Figure 1. Metal layers overlaid (run 1).
Drawn at 8 px/um. Two of the layers only.
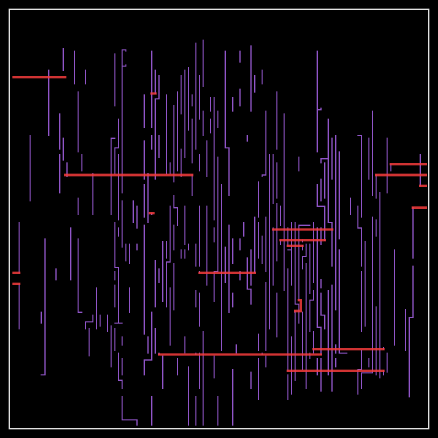
Figure 2. Gate families picked out (run 1).
Drawn at 8 px/um.
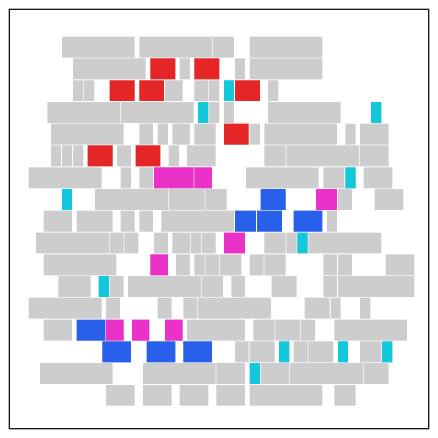
Figure 3. Signal metal coverage by tile (run 1).
Drawn at 6 px/um. The die is cut into 10 by 10 equal tiles; dark purple is low, yellow is high, scaled to the fullest tile. Values are wire area over tile area, all layers added.
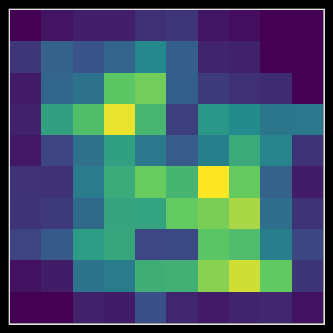
File: config.mk
export PLATFORM = sky130hd
export DESIGN_NAME = uart_fifo_tx
export DESIGN_NICKNAME = d
export VERILOG_FILES = /design/src/rtl/uart_pkg.sv /design/src/rtl/uart_baud_counter.sv /design/src/rtl/uart_fifo_tx.sv
export SDC_FILE = /design/constraint.sdc
export NUM_CORES = 1
export LEC_CHECK = 0
export ABC_AREA = 0
export CORE_MARGIN = 1.5
export CORE_UTILIZATION = 55
export DETAILED_ROUTE_END_ITERATION = 8
export HOLD_SLACK_MARGIN = 0.02
export PLACE_DENSITY = 0.89
export SETUP_SLACK_MARGIN = 0.5
export SKIP_LAST_GASP = 1
export SYNTH_ARGS = -nofsm -noshare
export SYNTH_HDL_FRONTEND = slang
export SYNTH_SLANG_ARGS = --single-unit
File: constraint.sdc
create_clock -name clk -period 4.32 [get_ports clk]
set_input_delay 0.864 -clock clk [delete_from_list [all_inputs] [get_ports clk]]
set_output_delay 0.864 -clock clk [all_outputs]
set_load 0.1 [all_outputs]
File: src/rtl/uart_pkg.sv
// uart_pkg: shared UART types, defaults and helpers.
package uart_pkg;

    typedef enum logic [2:0] {
        IDLE,
        START,
        DATA,
        PARITY,
        STOP
    } tx_state_t;

    localparam int CLKS_PER_BIT_DEFAULT = 868;

    function automatic logic uart_parity(input logic [31:0] d);
        return ^d;
    endfunction

endpackage

File: src/rtl/uart_baud_counter.sv
// uart_baud_counter: counts clocks within one serial bit and flags the last one.
module uart_baud_counter
    import uart_pkg::*;
#(
    parameter int CLKS_PER_BIT = CLKS_PER_BIT_DEFAULT
) (
    input  logic clk,
    input  logic rst,
    input  logic clr,
    input  logic en,
    output logic bit_last
);

    localparam int W = $clog2(CLKS_PER_BIT);
    localparam logic [W-1:0] LAST = W'(CLKS_PER_BIT - 1);

    logic [W-1:0] bit_cnt;

    assign bit_last = bit_cnt == LAST;

    always_ff @(posedge clk or posedge rst) begin
        if (rst)
            bit_cnt <= '0;
        else if (clr || (en && bit_last))
            bit_cnt <= '0;
        else if (en)
            bit_cnt <= bit_cnt + 1'b1;
    end

endmodule

File: src/rtl/uart_fifo_tx.sv
// uart_fifo_tx: drains a show-ahead FIFO onto a UART tx line.
// Define UART_TX_PARITY_EN to append an even parity bit before the stop bit.
module uart_fifo_tx
    import uart_pkg::*;
#(
    parameter int DATA_BITS    = 8,
    parameter int CLKS_PER_BIT = CLKS_PER_BIT_DEFAULT
) (
    input  logic                 clk,
    input  logic                 rst,
    input  logic [DATA_BITS-1:0] fifo_dout,
    input  logic                 fifo_empty,
    output logic                 fifo_rd_en,
    output logic                 tx,
    output logic                 busy
);

    localparam int IW = $clog2(DATA_BITS) + 1;

    tx_state_t            state;
    logic [DATA_BITS-1:0] shift;
    logic [IW-1:0]        idx;
    logic                 bit_last;
`ifdef UART_TX_PARITY_EN
    logic                 par;
`endif

    // Popping straight out of STOP keeps back-to-back frames gapless.
    assign fifo_rd_en = !rst && !fifo_empty && (state == IDLE || (state == STOP && bit_last));

    uart_baud_counter #(.CLKS_PER_BIT(CLKS_PER_BIT)) u_baud (
        .clk      (clk),
        .rst      (rst),
        .clr      (state == IDLE),
        .en       (1'b1),
        .bit_last (bit_last)
    );

    always_ff @(posedge clk or posedge rst) begin
        if (rst) begin
            state <= IDLE;
            tx    <= 1'b1;
            busy  <= 1'b0;
            shift <= '0;
            idx   <= '0;
`ifdef UART_TX_PARITY_EN
            par   <= 1'b0;
`endif
        end else if (fifo_rd_en) begin
            state <= START;
            tx    <= 1'b0;
            busy  <= 1'b1;
            shift <= fifo_dout;
            idx   <= '0;
`ifdef UART_TX_PARITY_EN
            par   <= uart_parity(32'(fifo_dout));
`endif
        end else if (bit_last) begin
            case (state)
                START: begin
                    state <= DATA;
                    tx    <= shift[0];
                end
                DATA: begin
                    if (idx == IW'(DATA_BITS - 1)) begin
`ifdef UART_TX_PARITY_EN
                        state <= PARITY;
                        tx    <= par;
`else
                        state <= STOP;
                        tx    <= 1'b1;
`endif
                    end else begin
                        shift <= shift >> 1;
                        idx   <= idx + 1'b1;
                        tx    <= shift[1];
                    end
                end
                PARITY: begin
                    state <= STOP;
                    tx    <= 1'b1;
                end
                STOP: begin
                    state <= IDLE;
                    busy  <= 1'b0;
                end
                default: ;
            endcase
        end
    end

endmodule
==> impl_metrics.tcl, run 1 <==
# collected from the flow reports
set metrics [dict create \
    async_flop_share 1.000 \
    synth_cell_types 38 \
    globalRouteMet1Util 0.3073 \
    nonClockBufferCount 15 \
    top_register "u_baud.bit_cnt" \
    grtUsageMet3 0.02571 \
    grt_use_met2 0.3903 \
    status "complete, no violations" \
    met3_length_um 101 \
    yosysTopAreaCellShare 0.4878 \
    grt_max_degree 28 \
    critPathLaunchType "flip-flop" \
    grt_setup_unrepaired "no" \
    comb.multi_input.count 91 \
    slew_viol_final 0 \
    whs_path_depth 1 \
    seq_area_um2 676.9 \
    setup_tns_ns 0 \
    clkbuf_count 3 \
    fp.dieW_um 52.25 \
    yosysCellCount 135 \
]
## Picture notes: Figure 1
legend:
  red:
    layer: M3
    wire_length: 102 um
  purple:
    layer: M2
    wire_length: 1260 um
GR Util All Layers: 0.2321
detailed-route via count: 1037
Post-Route WL: 2.598 mm
drt wl/cell: 14.76 um

## Picture notes: Figure 2
legend:
  red:
    family: xor and xnor cells
    cells: 8
    most_used: xnor2_1
  cyan:
    family: inv cells
    cells: 11
    most_used: inv_1
  blue:
    family: non-inverting ao/oa cells
    cells: 8
    most_used: a221o_1
  magenta:
    family: and/or cells
    cells: 8
    most_used: and3_1
Top cell excl fill/tap: dfrtp_1
combinational share of cell area: 0.3859
final non-filler cell total: 176

## Picture notes: Figure 3
tiles over half the peak: 28%
fullest tile: 0.44
densest ninth of the die: centre
mean over tiles: 0.15

## run 1: cells by family (layout without fill, tap and decap cells)
family,Yosys count,in the layout,synth area share
AND/OR/NAND/NOR,48,48,0.1848
AND-OR/OR-AND,31,31,0.1689
flip-flops,27,27,0.5075
buffers and inverters,17,30,0.05159
XOR/XNOR,8,8,0.05253
adder cells (fa/ha/maj),2,2,0.01876
multiplexers,2,2,0.01595
## run 1: metrics by stage
step | utilization | cell area, um2 | hold slack, ns | cells
finish | 0.6759 | 1524 | 0.5047 | 176
floorplan | - | 1334 | 0.4549 | 135
global placement | 0.6637 | 1496 | 0.4704 | 172
CTS | 0.6759 | 1524 | 0.5056 | 176
global route | 0.6759 | 1524 | 0.5322 | 176
detailed placement | 0.6637 | 1496 | 0.4868 | 172
## Run 2: what changed since run 1
==> constraint.sdc (replaced) <==
create_clock -name clk -period 3.3 [get_ports clk]
set_input_delay 0.66 -clock clk [delete_from_list [all_inputs] [get_ports clk]]
set_output_delay 0.66 -clock clk [all_outputs]
set_load 0.1 [all_outputs]
==> run 2 against run 1 <==
Against the previous run:
- wire length decreased by 2.5%
- critical path depth unchanged
- global-route usage decreased by 0.58 points
- sequential power rose by 27%
- via count is 4.3% higher
- largest power group unchanged
==> impl_metrics.tcl, run 2 <==
# collected from the flow reports
set metrics [dict create \
    grt_max_degree 28 \
    clock_sinks 27 \
    synthAoiAreaFrac 0.1689 \
    fp.dieW_um 52.25 \
    setup_tns_ns 0 \
    slew_viol_final 0 \
    globalRouteMet1Util 0.3057 \
    met3_length_um 129 \
    hold_slack_ns 0.4963 \
    grt_setup_unrepaired "no" \
    synth-adder-area-share 0.01876 \
    lay_top_count "dfrtp_1" \
    yosysCellCount 135 \
    top_register "u_baud.bit_cnt" \
    fin_util 0.6909 \
    dp.cells 173 \
    synthMuxAreaShare 0.01595 \
    stdcell_count 179 \
    grt_use_met2 0.3671 \
    simple_gate_share 0.1848 \
    place_area_mm2 0.001499 \
    ys_sh_xor 0.05253 \
    synthTopLogicFamily "simple AND/OR/NAND/NOR gates" \
    yosysTopAreaCellShare 0.4878 \
    grtUsageMet3 0.04286 \
    status "complete, no violations" \
    async_flop_share 1.000 \
]
run 2: cell counts after synthesis:
No cell type changed its count.
run 2: power breakdown:
part	switching [uW]	total, uW	internal [uW]	leakage, uW
combinational	111	217	106	0.000299
clock	97.4	143	45.6	0.0000177
sequential	52.7	459	407	0.000334
run 2: what timing repair did:
action | CTS | global route
cloned | 0 | 0
endpoints found under the setup margin | 1 | 1
resized | 1 | 2
setup buffers | 2 | 0
pin swaps | 1 | 0
run 2: layout make-up:
class / count / area [um2]
timing repair buffer: 18 / 172.7
fill: 178 / 696.9
sequential: 27 / 676.9
inverter: 11 / 41.29
clock buffer: 3 / 22.52
tap: 28 / 35.03
clock inverter: 1 / 5.005
multi-input combinational: 91 / 604.3
Figure 4. Metal layers overlaid (run 2).
Drawn at 8 px/um. Two of the layers only.
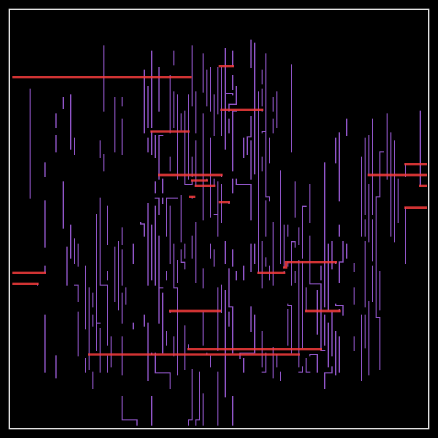
legend:
  red:
    layer: M3
    wire_length: 130 um
  purple:
    layer: M2
    wire_length: 1190 um
drt wl/cell: 14.15 um
Post-Route WL: 2.533 mm
detailed-route via count: 1082
GR Util All Layers: 0.2264

Figure 5. A small window of the routed layout (run 2).
Window x 11 to 41, y 11 to 41 um. Cells in grey, sequential cells in the stronger grey; small squares are vias.
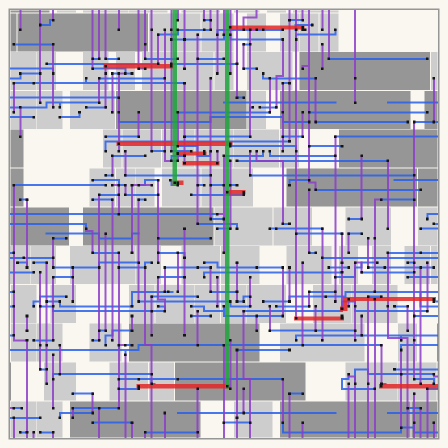
legend:
  green:
    layer: M4
  purple:
    layer: M2
  red:
    layer: M3
  blue:
    layer: M1
sequential cells in the window: 11
cells with their middle in the window: 74
netlist names of flops here include: `u_baud.bit_cnt` (4), `shift` (3), `idx` (2)
most frequent: dfrtp_1 (11), nor2_1 (9)

Power figures rest on the tool's default switching activity, not on a simulated workload.
